**Cell density map**

14 x 13 tiles, from black (low) to pale yellow (high), 0 to 100% covered.
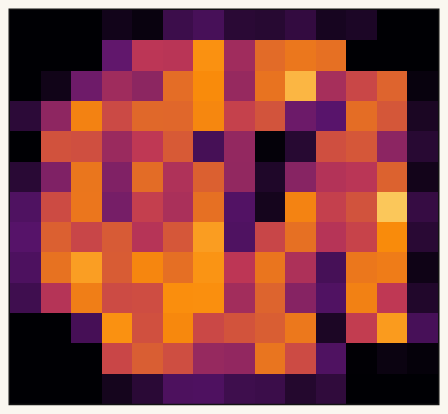
**Logic cells by family**

Scale bar: 50 µm.
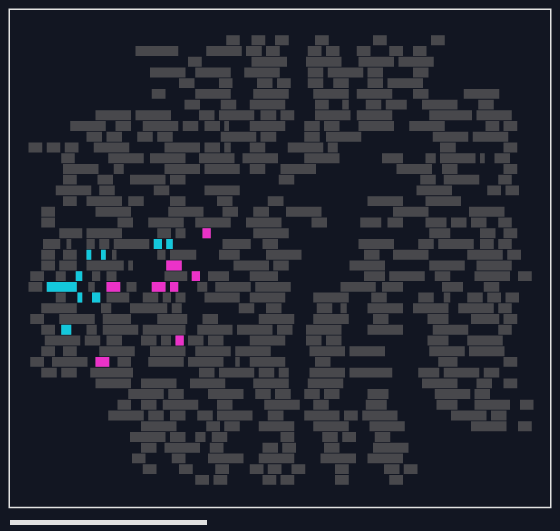
==> src/rtl/unshift.sv <==
// -----------------------------------------------------------------------------
// unshift -- serial-to-parallel frame collector
//
// Collects eight WIDTH-bit words, one per cycle in which i_vld is high, into a
// WIDTH*8 frame. Word k lands in bits [WIDTH*(k+1)-1 : WIDTH*k], so word 0 is
// in the LSBs. After the eighth word the frame is published on o_data and
// o_done pulses for one cycle. i_clr_n low discards any partial frame.
//
// Ports
//   clk      in   rising-edge clock
//   rst_n    in   asynchronous active-low reset
//   i_data   in   incoming word, sampled when i_vld = 1
//   i_vld    in   word-valid qualifier
//   i_clr_n  in   synchronous frame abort, active-low (overrides i_vld)
//   o_data   out  last completed frame (holds between frames)
//   o_done   out  one-cycle pulse when o_data has just been updated
//   o_busy   out  high while a partial frame (1..7 words) is held
//   o_cnt    out  number of words captured in the current partial frame
// -----------------------------------------------------------------------------
module unshift #(
    parameter int WIDTH = 8
) (
    input  logic                 clk,
    input  logic                 rst_n,
    input  logic [WIDTH-1:0]     i_data,
    input  logic                 i_vld,
    input  logic                 i_clr_n,
    output logic [WIDTH*8-1:0]   o_data,
    output logic                 o_done,
    output logic                 o_busy,
    output logic [2:0]           o_cnt
);

    typedef enum logic [0:0] {
        ST_IDLE    = 1'b0,
        ST_COLLECT = 1'b1
    } state_t;

    state_t                 state_q, state_d;
    logic [2:0]             cnt_q,   cnt_d;
    logic [WIDTH*8-1:0]     asm_q,   asm_d;
    logic [WIDTH*8-1:0]     data_q,  data_d;
    logic                   done_q,  done_d;

    // State register: FSM state, word counter, assembly and output registers.
    always_ff @(posedge clk or negedge rst_n) begin
        if (!rst_n) begin
            state_q <= ST_IDLE;
            cnt_q   <= 3'd0;
            asm_q   <= '0;
            data_q  <= '0;
            done_q  <= 1'b0;
        end else begin
            state_q <= state_d;
            cnt_q   <= cnt_d;
            asm_q   <= asm_d;
            data_q  <= data_d;
            done_q  <= done_d;
        end
    end

    // Next-state logic: abort always returns to IDLE; the eighth word closes
    // the frame and returns to IDLE so word 0 of the next frame is accepted
    // in the very next cycle.
    always_comb begin
        state_d = state_q;
        if (!i_clr_n) begin
            state_d = ST_IDLE;
        end else begin
            case (state_q)
                ST_IDLE: begin
                    if (i_vld) begin
                        state_d = ST_COLLECT;
                    end else begin
                        state_d = ST_IDLE;
                    end
                end
                ST_COLLECT: begin
                    if (i_vld && (cnt_q == 3'd7)) begin
                        state_d = ST_IDLE;
                    end else begin
                        state_d = ST_COLLECT;
                    end
                end
                default: begin
                    state_d = ST_IDLE;
                end
            endcase
        end
    end

    // Datapath / output logic: slot writes, counter, frame publish, done pulse.
    // The counter is 0 in IDLE, so "write slot[cnt]" covers slot 0 there too.
    // Stale slots left in asm_q are harmless: all eight are rewritten before
    // the next publish.
    always_comb begin
        cnt_d  = cnt_q;
        asm_d  = asm_q;
        data_d = data_q;
        done_d = 1'b0;
        if (!i_clr_n) begin
            cnt_d = 3'd0;
        end else begin
            case (state_q)
                ST_IDLE: begin
                    if (i_vld) begin
                        asm_d[WIDTH-1:0] = i_data;
                        cnt_d            = 3'd1;
                    end else begin
                        cnt_d = 3'd0;
                    end
                end
                ST_COLLECT: begin
                    if (i_vld) begin
                        asm_d[cnt_q*WIDTH +: WIDTH] = i_data;
                        if (cnt_q == 3'd7) begin
                            // Slot 7 bypasses the assembly register so the
                            // frame is published in the same cycle.
                            data_d = {i_data, asm_q[WIDTH*7-1:0]};
                            done_d = 1'b1;
                            cnt_d  = 3'd0;
                        end else begin
                            cnt_d = cnt_q + 3'd1;
                        end
                    end else begin
                        cnt_d = cnt_q;
                    end
                end
                default: begin
                    cnt_d = 3'd0;
                end
            endcase
        end
    end

    assign o_data = data_q;
    assign o_done = done_q;
    assign o_busy = (state_q == ST_COLLECT);
    assign o_cnt  = cnt_q;

endmodule
==> config.mk <==
export PLATFORM = sky130hd
export DESIGN_NAME = unshift
export DESIGN_NICKNAME = d
export VERILOG_FILES = /design/src/rtl/unshift.sv
export SDC_FILE = /design/constraint.sdc
export NUM_CORES = 1
export LEC_CHECK = 0
export CELL_PAD_IN_SITES_DETAIL_PLACEMENT = 1
export CELL_PAD_IN_SITES_GLOBAL_PLACEMENT = 2
export CORE_AREA = 4 4 133 122
export CTS_CLUSTER_DIAMETER = 50
export DETAILED_ROUTE_END_ITERATION = 12
export DIE_AREA = 0 0 137 126
export PLACE_DENSITY = 0.81
export SYNTH_ARGS = -nofsm -noshare
export SYNTH_HDL_FRONTEND = slang
export SYNTH_SLANG_ARGS = --single-unit
==> constraint.sdc <==
create_clock -name clk -period 2.32 [get_ports clk]
set_clock_uncertainty 0.1 [all_clocks]
set_input_delay 0.232 -clock clk [delete_from_list [all_inputs] [get_ports clk]]
set_output_delay 0.232 -clock clk [all_outputs]
set_load 0.05 [all_outputs]
==> results_slide.txt <==
Synthesis and Place & Route Summary

Final layout
  • Buffers, non-clock: 97
  • # diodes: 0
  • Cell type taking the most area: flip-flops and latches
  • Final nets: 416
  • Layout Utilization: 46.1%
  • Non-Clock Inverter Count: 4
  • Number of filler cells placed in the layout: 1,422
  • Clock-cell share of area: 9.43%
  • Seq/total area: 46.2%
  • Sequential cell area: 0.00313 mm²
  • Comb gates: 155
  • Fraction of layout cells with a size suffix above 1: 43.8%
  • Clock buffer cells: 20
  • MI comb area: 0.00177 mm²
  • Fraction of area in non-clock buffers: 14.5%
  • Growth of design area from synthesis to finish: 37.3%
  • Multi-input gate share of the layout cell area: 26.0%
  • Number of standard cells in the layout, taps in and fillers out: 611
  • Sequential cell count of the final layout: 125

Power
  • Leakage power summed over all cells: 3.28 nW
  • PwrDens: 790 mW/mm²
  • Peak supply drop: 482 µV

STA
  • Final setup fails: 0
  • Hold slack: 0.214 ns
  • Max frequency: 448 MHz
  • Setup repair after global routing missed its margin: false
  • Setup TNS: 0 ns
  • Final Hold Violation Tally: 0
  • Final min period: 2.23 ns
  • Worst-case headroom to the max-slew limit: 60.5%
  • Final worst setup slack: 0.0867 ns
  • Final period util: 96.3%
  • Transition time at the pin with the least slew margin: 0.593 ns
  • Number of slew-limit violations in the final report: 0

Synth
  • Area share of the largest cell type after synthesis: 63.3%
  • Multiplexer share of the synthesized area: 27.9%
  • Yosys cell count: 297
  • Async set or reset register ratio after synthesis: 100%
  • Mapped Area: 0.00494 mm²
  • Post-synth seq share: 63.3%
  • Nets in the synthesized netlist: 313
  • Cell taking the most area after synthesis: sky130_fd_sc_hd__dfrtp_1
  • Largest cells by area after synthesis: sky130_fd_sc_hd__dfrtp_1 63%, sky130_fd_sc_hd__mux2_2 25%, sky130_fd_sc_hd__mux2_4 2.4%
  • Dominant comb cell: multiplexers
  • Primary FF master, synth: sky130_fd_sc_hd__dfrtp_1
  • Distinct lib cells: 35
  • Registers, synthesis: 125
  • Mean instance size in the synthesized netlist: 16.6 µm²
  • Number of synthesized flops with an enable pin: 0
  • Compound-gate portion of the synthesized area: 1.11%
  • Cells after synthesis: 297
  • Post-Synth Adder-Cell Area: 1.01%
  • Simple-Gate Area Share: 4.56%
  • YS chip area: 0.00494 mm²
  • Synthesized-area fraction occupied by xor and xnor cells: 0%
  • Total number of yosys warnings: 0

GRT
  • Met1 global-route usage: 17.7%
  • Pin count of the biggest net entering global routing: 50
  • First-pass GRT wire length: 18,300 µm
  • Global-route track usage on met3: 4.63%
  • Peak-usage layer in the global routing report: met2
  • Vias in the first global route: 3,182
  • Grt ovf: 0
  • Initial antenna violation count: 0
  • All-layer global routing usage: 14.2%
  • Met2 capacity usage during global routing: 23.2%

Routing
  • Wire length on met2: 5790 µm
  • Number of DRC markers in iteration 0: 80
  • First drt pass iteration count: 4
  • Wire length per cell after detailed routing: 18.4 µm
  • Via density: 4.60
  • M1 wire length: 4820 µm
  • Met3 wire length: 549 µm
  • # DRC: 0
  • Max Used Layer: met4
  • Vias after detailed routing: 2,811
  • Count of nets left with antenna violations after detail routing: 0
  • Post-Route WL: 11,200 µm

Die
  • Floorplan Core Area: 0.0147 mm²
  • Horiz. Die Dim: 137 µm
  • Rows: 42
  • I/O Pins: 81
  • Initial core utilization: 33.6%
  • Chip area: 0.0173 mm²
  • Number of well-tap cells placed: 198
  • Die height: 126 µm

Run
  • Number of warnings in the stage logs: 28
  • Max_cap viols: 0

Placed design
  • Cells after DPL: 578
  • Total half-perimeter wirelength after legalization and detailed placement: 7570 µm
  • Post-Place Worst Slack: 0.0797 ns
  • Routability cong.: 0.694
  • Count of buffers from port buffering: 80

CTS
  • Post-CTS setup buffer count: 0
  • Buffer type at the clock tree root: sky130_fd_sc_hd__clkbuf_16
  • TritonCTS Buffers: 17
  • Clock-pin slew on the worst setup and hold paths: 0.06 ns
  • Clock latency reported for the late side of the worst-skew pair: 0.41 ns
  • Buffer depth of the longest clock path: 2
  • Clock tree from TritonCTS: yes
  • Number of H-tree branching levels: 4
  • Clk sink count: 125

Run status
  • Status: completed

Setup path
  • Required @ worst endpoint: 2.51 ns
  • Critical path class: reg2reg
  • Maximum fanout count along the critical path: 8
  • Endpoint type of the worst setup path: flop
  • Data arrival time of the critical path: 2.43 ns
  • Kind of start point of the critical path: flop

Min path
  • Class of the tightest hold or removal check: in2async
## Picture notes: 'cell density map'
nearly empty tiles: 15%
tiles over 75% full: 5.5%
emptiest ninth of the die: top left
mean over tiles: 38%

## Picture notes: 'logic cells by family'
legend:
  magenta:
    family: AND and OR gates
    cells: 8
  cyan:
    family: NAND gates
    cells: 9
    most_used: nand2_1
    where: left middle

[layout by cell type, fill, tap and decap left out, types with 2 or more instances in the layout]
cell type,Yosys,routed
sky130_fd_sc_hd__mux2_4,8,16
sky130_fd_sc_hd__dfrtp_1,125,123
sky130_fd_sc_hd__nand4_1,2,2
sky130_fd_sc_hd__dfrtp_2,0,2
sky130_fd_sc_hd__nor3_4,2,2
sky130_fd_sc_hd__buf_12,0,4
sky130_fd_sc_hd__clkdlybuf4s50_1,0,79
sky130_fd_sc_hd__mux2_2,111,103
sky130_fd_sc_hd__clkbuf_16,0,17
sky130_fd_sc_hd__buf_4,1,12
sky130_fd_sc_hd__ha_1,4,2
sky130_fd_sc_hd__clkbuf_1,1,2
sky130_fd_sc_hd__clkinv_2,0,4
sky130_fd_sc_hd__bufinv_16,0,5
sky130_fd_sc_hd__nor2b_1,2,2
sky130_fd_sc_hd__nand2_1,3,3
sky130_fd_sc_hd__ha_4,0,2
sky130_fd_sc_hd__nand3_1,2,2
sky130_fd_sc_hd__inv_1,4,3
sky130_fd_sc_hd__clkinvlp_4,0,3
[critical path, cell delays in order, from the launching register on]
cell,delay (ns)
sky130_fd_sc_hd__dfrtp_2,0.35
sky130_fd_sc_hd__inv_1,0.08
sky130_fd_sc_hd__ha_4,0.17
sky130_fd_sc_hd__ha_4,0.28
sky130_fd_sc_hd__nand4_4,0.08
sky130_fd_sc_hd__or4b_1,0.53
sky130_fd_sc_hd__buf_4,0.21
sky130_fd_sc_hd__mux2_4,0.30
[per-stage QoR]
stage               cell area [µm²]  total power [mW]
floorplan                      5000              2.41
global placement               6130              2.53
detailed placement             6130              2.54
CTS                            6780              5.45
global route                   6780              5.58
finish                         6780              5.36
[state kept, by name, indices dropped and copies added (netlist names)]
signal	count
o_busy	1
o_data	64
o_cnt	3
o_done	1
asm_q	56
[report_power, final]
group / switching, mW / internal, mW
Sequential: 0.0320 / 2.24
Combinational: 0.131 / 0.0984
Clock: 0.935 / 1.92
[Yosys cell counts (2+ instances only)]
cell type                 instances
sky130_fd_sc_hd__ha_1             4
sky130_fd_sc_hd__mux2_2         111
sky130_fd_sc_hd__nand4_1          2
sky130_fd_sc_hd__inv_1            4
sky130_fd_sc_hd__nor3_4           2
sky130_fd_sc_hd__nor2b_1          2
sky130_fd_sc_hd__dfrtp_1        125
sky130_fd_sc_hd__buf_2            8
sky130_fd_sc_hd__nand3_1          2
sky130_fd_sc_hd__nand2_1          3
sky130_fd_sc_hd__mux2_4           8
sky130_fd_sc_hd__buf_6            3
[what timing repair did]
| item | in CTS | in global routing |
|---|---|---|
| endpoints found under the hold margin | 45 | 0 |
| resized | 0 | 0 |
| hold buffers | 1 | 0 |
[path summary, 6_finish.rpt]
| kind | start | slack (ns) | cells past startpoint | endpoint |
|---|---|---|---|---|
| worst max-delay path | o_cnt[1] | 0.09 | 7 | asm_q[13] |
| worst min-delay path | rst_n | 0.21 | 2 | o_data[9] |
| worst max register to register | o_cnt[1] | 0.09 | 7 | asm_q[13] |
| worst min register to register | asm_q[40] | 0.39 | 1 | asm_q[40] |
| max in group asynchronous | rst_n | 1.09 | 3 | o_cnt[0] |
| min in group clk | asm_q[40] | 0.39 | 1 | asm_q[40] |
Power is estimated from default activity; no workload was simulated.
